Design fifo_stream_reader, sky130hd; sources not shown.
run_1/io_fan.png
Bar = 20 um.
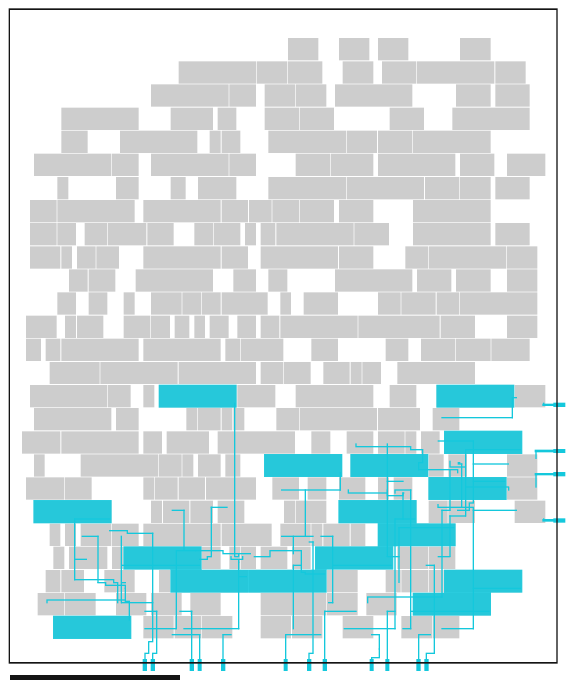
cyan -> rd_count  # bits 16, direction output, edge 12 south, 4 east, end cells 16, buffers 16, wire 545 um
io pins: 41
Port Buffer Count: 40

run_1/metal_density.png
The die is cut into 13 by 15 equal tiles; dark blue is low, red is high, scaled to the fullest tile. Values are wire area over tile area, all layers added.
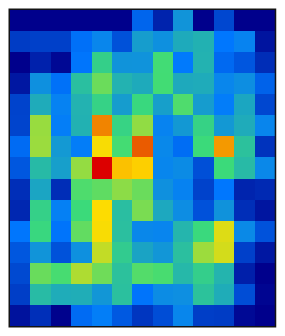
mean over tiles = 0.14
densest ninth of the die = center
tiles over half the peak = 17%
routed vias: 1651
GRT Total Usage: 0.204
wire per inst: 14.4 um
routed wire length: 4.52 mm

run_1/placement.png
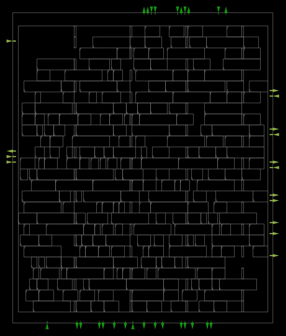
Well Taps: 56
flip-flops: 53
Seq/total area: 0.419

==> changes_impl.md, run 1 <==
## Implementation

* Synth Net Count at 214
* Total power at 0.00367 W
* CTS hold repair buffers at 1
* Yosys aoi share at 0.0191
* Max Cap Violations at 0
* Post-synth EDFFs at 0
* PD cells at 1160 nW/um2
* Post-DRT Antenna Nets at 0
* Non-filler instance count after layout at 313
* Combinational share of cell area at 0.354
* Global-route wire length before repair at 7.71 mm
* WHS Path Cells at 2
* Final nets at 276
* Clk cell area share at 0.0273
* Synth flops at 53
* Crit Path Category: reg2out
* DP Worst Slack at 0.0351 ns
* Buffer share of cell area at 0.170
* Total grt overflow at 0
* Most frequently placed logic cells in the final layout: 52 x dfrtp_1, 34 x clkdlybuf4s50_1, 24 x mux2_2
* Simple-Gate Fraction of Synth Area at 0.149
* Fillers at 310
* GP Congestion at 0.790
* Clock buffer cells at 5
* Area leader share at 0.548
* Status: completed
* Area Growth Syn to Fin at 31.0%
* Met3 usage at 0.0461
* Maximum clock frequency at 503 MHz
* Placed cell count at 301
* Crit-path slowest cell: clkdlybuf4s50_1
* Non-CTS buffers at 59
* Ys async rst share at 1.00
* Final WS setup at 0.110 ns
* Pins over their slew limit at 0
* Chip area at 4930 um2
* Cell area leaders: dfrtp_1 55%, mux2_2 11%, xnor2_1 8.0%, ha_1 3.6%, xor2_1 3.6%
* Dominant comb cell: simple AND/OR/NAND/NOR gates
* Chip height at 76.7 um
* Most frequent cells after synthesis: 53 x dfrtp_1, 24 x mux2_2, 22 x xnor2_1, 18 x nand2_1
* RSZ-0062 raised after global routing: true
* Most common logic cell in the routed design: dfrtp_1
* Routed vias/inst at 5.27
* Critical path's largest stage delay at 0.48 ns
* Die Span X at 64.3 um
* DP HPWL at 3.20 mm
* Hold Crit Class: in2reg
* DRT met1 WL at 1.98 mm
* Htree depth at 2
* Max Root-Sink Buffers at 2
* CTS tree: built
* Final setup fails at 0
* Post-synthesis cell count from yosys at 194
* LEAKAGE at 1.45 nW
* Synthesis Warnings at 0
* Max transition margin at 0.564
* Tool warnings at 28
* Cell area after synthesis at 2420 um2
* WP depth at 3
* Post-synth top area cell: dfrtp_1
* WP data arrival at 1.68 ns
* CTS resizes at 11
* Synthesis area per yosys at 2420 um2
* Initial antenna violation count at 0
* CTS Sinks at 53
* Worst reg-to-reg setup slack at 0.14 ns
* Critical path, cell by cell: buf_4, or2_2, clkdlybuf4s50_1
* CP Buf/Inv Count at 2
* Highest routed layer: met4
* Mux cell area share at 0.112
* Inverters at 6
* DRT Pass-1 Iters at 4
* Floorplan core density at 0.555
* CP Capture Type: primary output
* Met2 WL at 2.35 mm
* Reg area at 1330 um2
* Avg Inst Size Synth at 12.5 um2
* Insertion Delay late pin at 0.30 ns
* Top-count cell post-synth: dfrtp_1
* Vias in the first global route at 1693
* Crit path required time at 1.79 ns
* Share of layout cells above drive strength 1 at 0.280
* Clk root buf: clkbuf_8
* Met1 Use GR at 0.260
* FA/HA/MAJ Cells, Area Fraction at 0.0362
* #MultiIn Comb at 131
* Met2 Use GR at 0.336
* Logic area at 1120 um2
* Clock-pin slew on the worst setup and hold paths at 0.09 ns
* Post-route clock period utilization at 0.948
==> run 1: where the power goes <==
group	internal (W)	switching, W	total, W
Sequential	0.00133	0.000242	0.00157
Combinational	0.000901	0.000644	0.00154
Clock	0.000230	0.000321	0.000552
==> run 1: cells by family after synthesis <==
logic type,after synthesis
XOR/XNOR,32
adder cells (fa/ha/maj),7
multiplexers,24
buffers and inverters,10
AND/OR/NAND/NOR,61
flip-flops,53
AND-OR/OR-AND,7
==> run 1: metrics by stage <==
stage | utilization | instance area [um2]
floorplan | - | 2420
global placement | 0.682 | 2970
detailed placement | 0.682 | 2970
CTS | 0.709 | 3090
global route | 0.727 | 3170
finish | 0.727 | 3170
==> inputs of run 2 (changes only) <==
--- a/config.mk
+++ b/config.mk
@@ -7,9 +7,10 @@
 export LEC_CHECK = 0
 export CAP_MARGIN = 20
 export CORE_ASPECT_RATIO = 1.2
-export CORE_UTILIZATION = 52
+export CORE_UTILIZATION = 47
 export DETAILED_ROUTE_END_ITERATION = 8
-export PLACE_DENSITY = 0.78
+export GPL_TIMING_DRIVEN = 0
+export PLACE_DENSITY = 0.75
 export SETUP_SLACK_MARGIN = 0.1
 export SLEW_MARGIN = 20
 export SYNTH_ARGS = -nofsm -noshare
==> constraint.sdc (replaced) <==
create_clock -name clk -period 1.65 [get_ports clk]
set_clock_uncertainty 0.1 [all_clocks]
set_input_delay 0.165 -clock clk [delete_from_list [all_inputs] [get_ports clk]]
set_output_delay 0.165 -clock clk [all_outputs]
set_load 0.01 [all_outputs]
run_2/placement.png
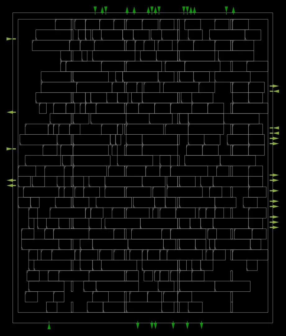
Well Taps: 60
core area: 4940 um2
non-filler instance count after layout: 348

run_2/metal_density.png
The die is cut into 13 by 16 equal tiles; dark blue is low, red is high, scaled to the fullest tile. Values are wire area over tile area, all layers added.
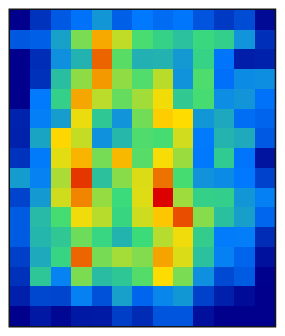
tiles over half the peak = 32%
emptiest ninth of the die = south-east
mean over tiles = 0.18
densest ninth of the die = center
nearly empty tiles = 5.3%
GRT Total Usage: 0.227
wire per inst: 18.4 um

==> run 2 against run 1 <==
The flow now finishes with violations (negative hold slack, negative setup slack). Sequential power increased by 35%. Die size increased by 10%. Clock power increased by about 90%. Largest cell class is now combinational gates. Largest power group is now combinational cells. Highest routed layer unchanged.
==> changes_impl.md, run 2 <==
## Implementation

* CTS tree: built
* Synth flops at 53 (unchanged)
* Met2 WL at 3.52 mm (+50%)
* Most common logic cell in the routed design: dfrtp_1
* Ys async rst share at 1.00 (unchanged)
* RSZ-0062 raised after global routing: true
* Final WS setup at -0.258 ns (-0.368 ns)
* Chip area at 5440 um2 (+10%)
* Clk pwr at 0.00105 W (+90%)
* Clock buffer cells at 5 (unchanged)
* Floorplan core density at 0.490 (-0.0652)
* Insertion Delay late pin at 0.31 ns (about the same)
* Pwr top: combinational cells
* Failing checks: negative hold slack, negative setup slack
* Tool warnings at 32 (+14%)
* DRT Pass-1 Iters at 5 (+1)
* Top-count cell post-synth: dfrtp_1
* Simple-Gate Fraction of Synth Area at 0.149 (unchanged)
* Status: complete, but fails checks
* Share of power burned in registers at 0.339 (-0.089)
* Final setup fails at 15 (+15)
* Cell area leaders: dfrtp_1 55%, mux2_2 11%, xnor2_1 8.0%, ha_1 3.6%, xor2_1 3.6%
* Maximum clock frequency at 524 MHz
* Combinational share of cell area at 0.358 (+0.00344)
* Global-route wire length before repair at 9.00 mm (+17%)
* Max transition margin at 0.553 (-0.0117)
* CP Buf/Inv Count at 4 (+2)
* Met3 usage at 0.0398 (-0.00636)
* Total combinational power at 0.00308 W (+100%)
* Post-route clock period utilization at 1.16
* Seq power at 0.00212 W (+35%)
* Total grt overflow at 0 (unchanged)
* Post-synthesis cell count from yosys at 194 (unchanged)
* Synth Net Count at 214 (unchanged)
* Area Growth Syn to Fin at 57.1%
* Highest routed layer: met4
* Most frequently placed logic cells in the final layout: 43 x dfrtp_1, 33 x buf_4, 24 x buf_6
* FA/HA/MAJ Cells, Area Fraction at 0.0362 (unchanged)
* Hold Fails Final Rpt at 53
* Reg area at 1340 um2 (+0.85%)
* Crit Path Category: reg2reg
* Min Hold Slack at -0.220 ns
* CTS Sinks at 53 (unchanged)
* Chip height at 80.6 um (+5.1%)
* Placed cell count at 294 (-2.3%)
* Inverters at 6 (unchanged)
* Mux cell area share at 0.112 (unchanged)
run_2/io_fan.png
Bar = 20 um.
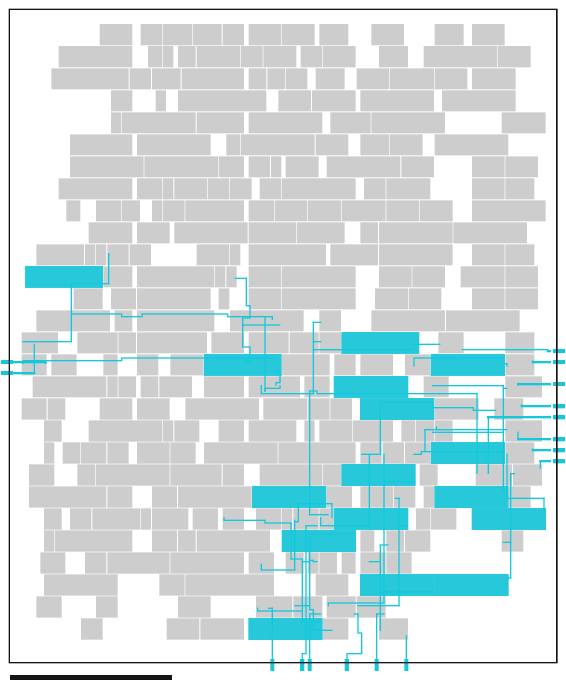

-- run 2: cell count changes in the layout (fill, tap and decap cells not counted), moves of 4 or more --
| cell | before | now |
|---|---|---|
| buf_4 | 17 | 33 |
| buf_6 | 0 | 24 |
| clkdlybuf4s50_1 | 34 | 19 |
| dfrtp_1 | 52 | 43 |
| dfrtp_2 | 1 | 10 |
| ha_1 | 4 | 0 |
| mux2_2 | 24 | 16 |
| mux2_4 | 0 | 8 |
| xnor2_1 | 21 | 17 |
| xnor2_2 | 1 | 5 |
-- run 2: cells by family (layout without fill, tap and decap cells) --
kind of cell               count (synthesis)  in the layout
xor gates and xnor gates                  32             32
and+or+nand+nor                           61             61
buffers and inverters                     10            104
adders and majority gates                  7              7
DFF                                       53             53
AOI/OAI and AO/OA                          7              7
muxes                                     24             24
Power is estimated from default activity; no workload was simulated.
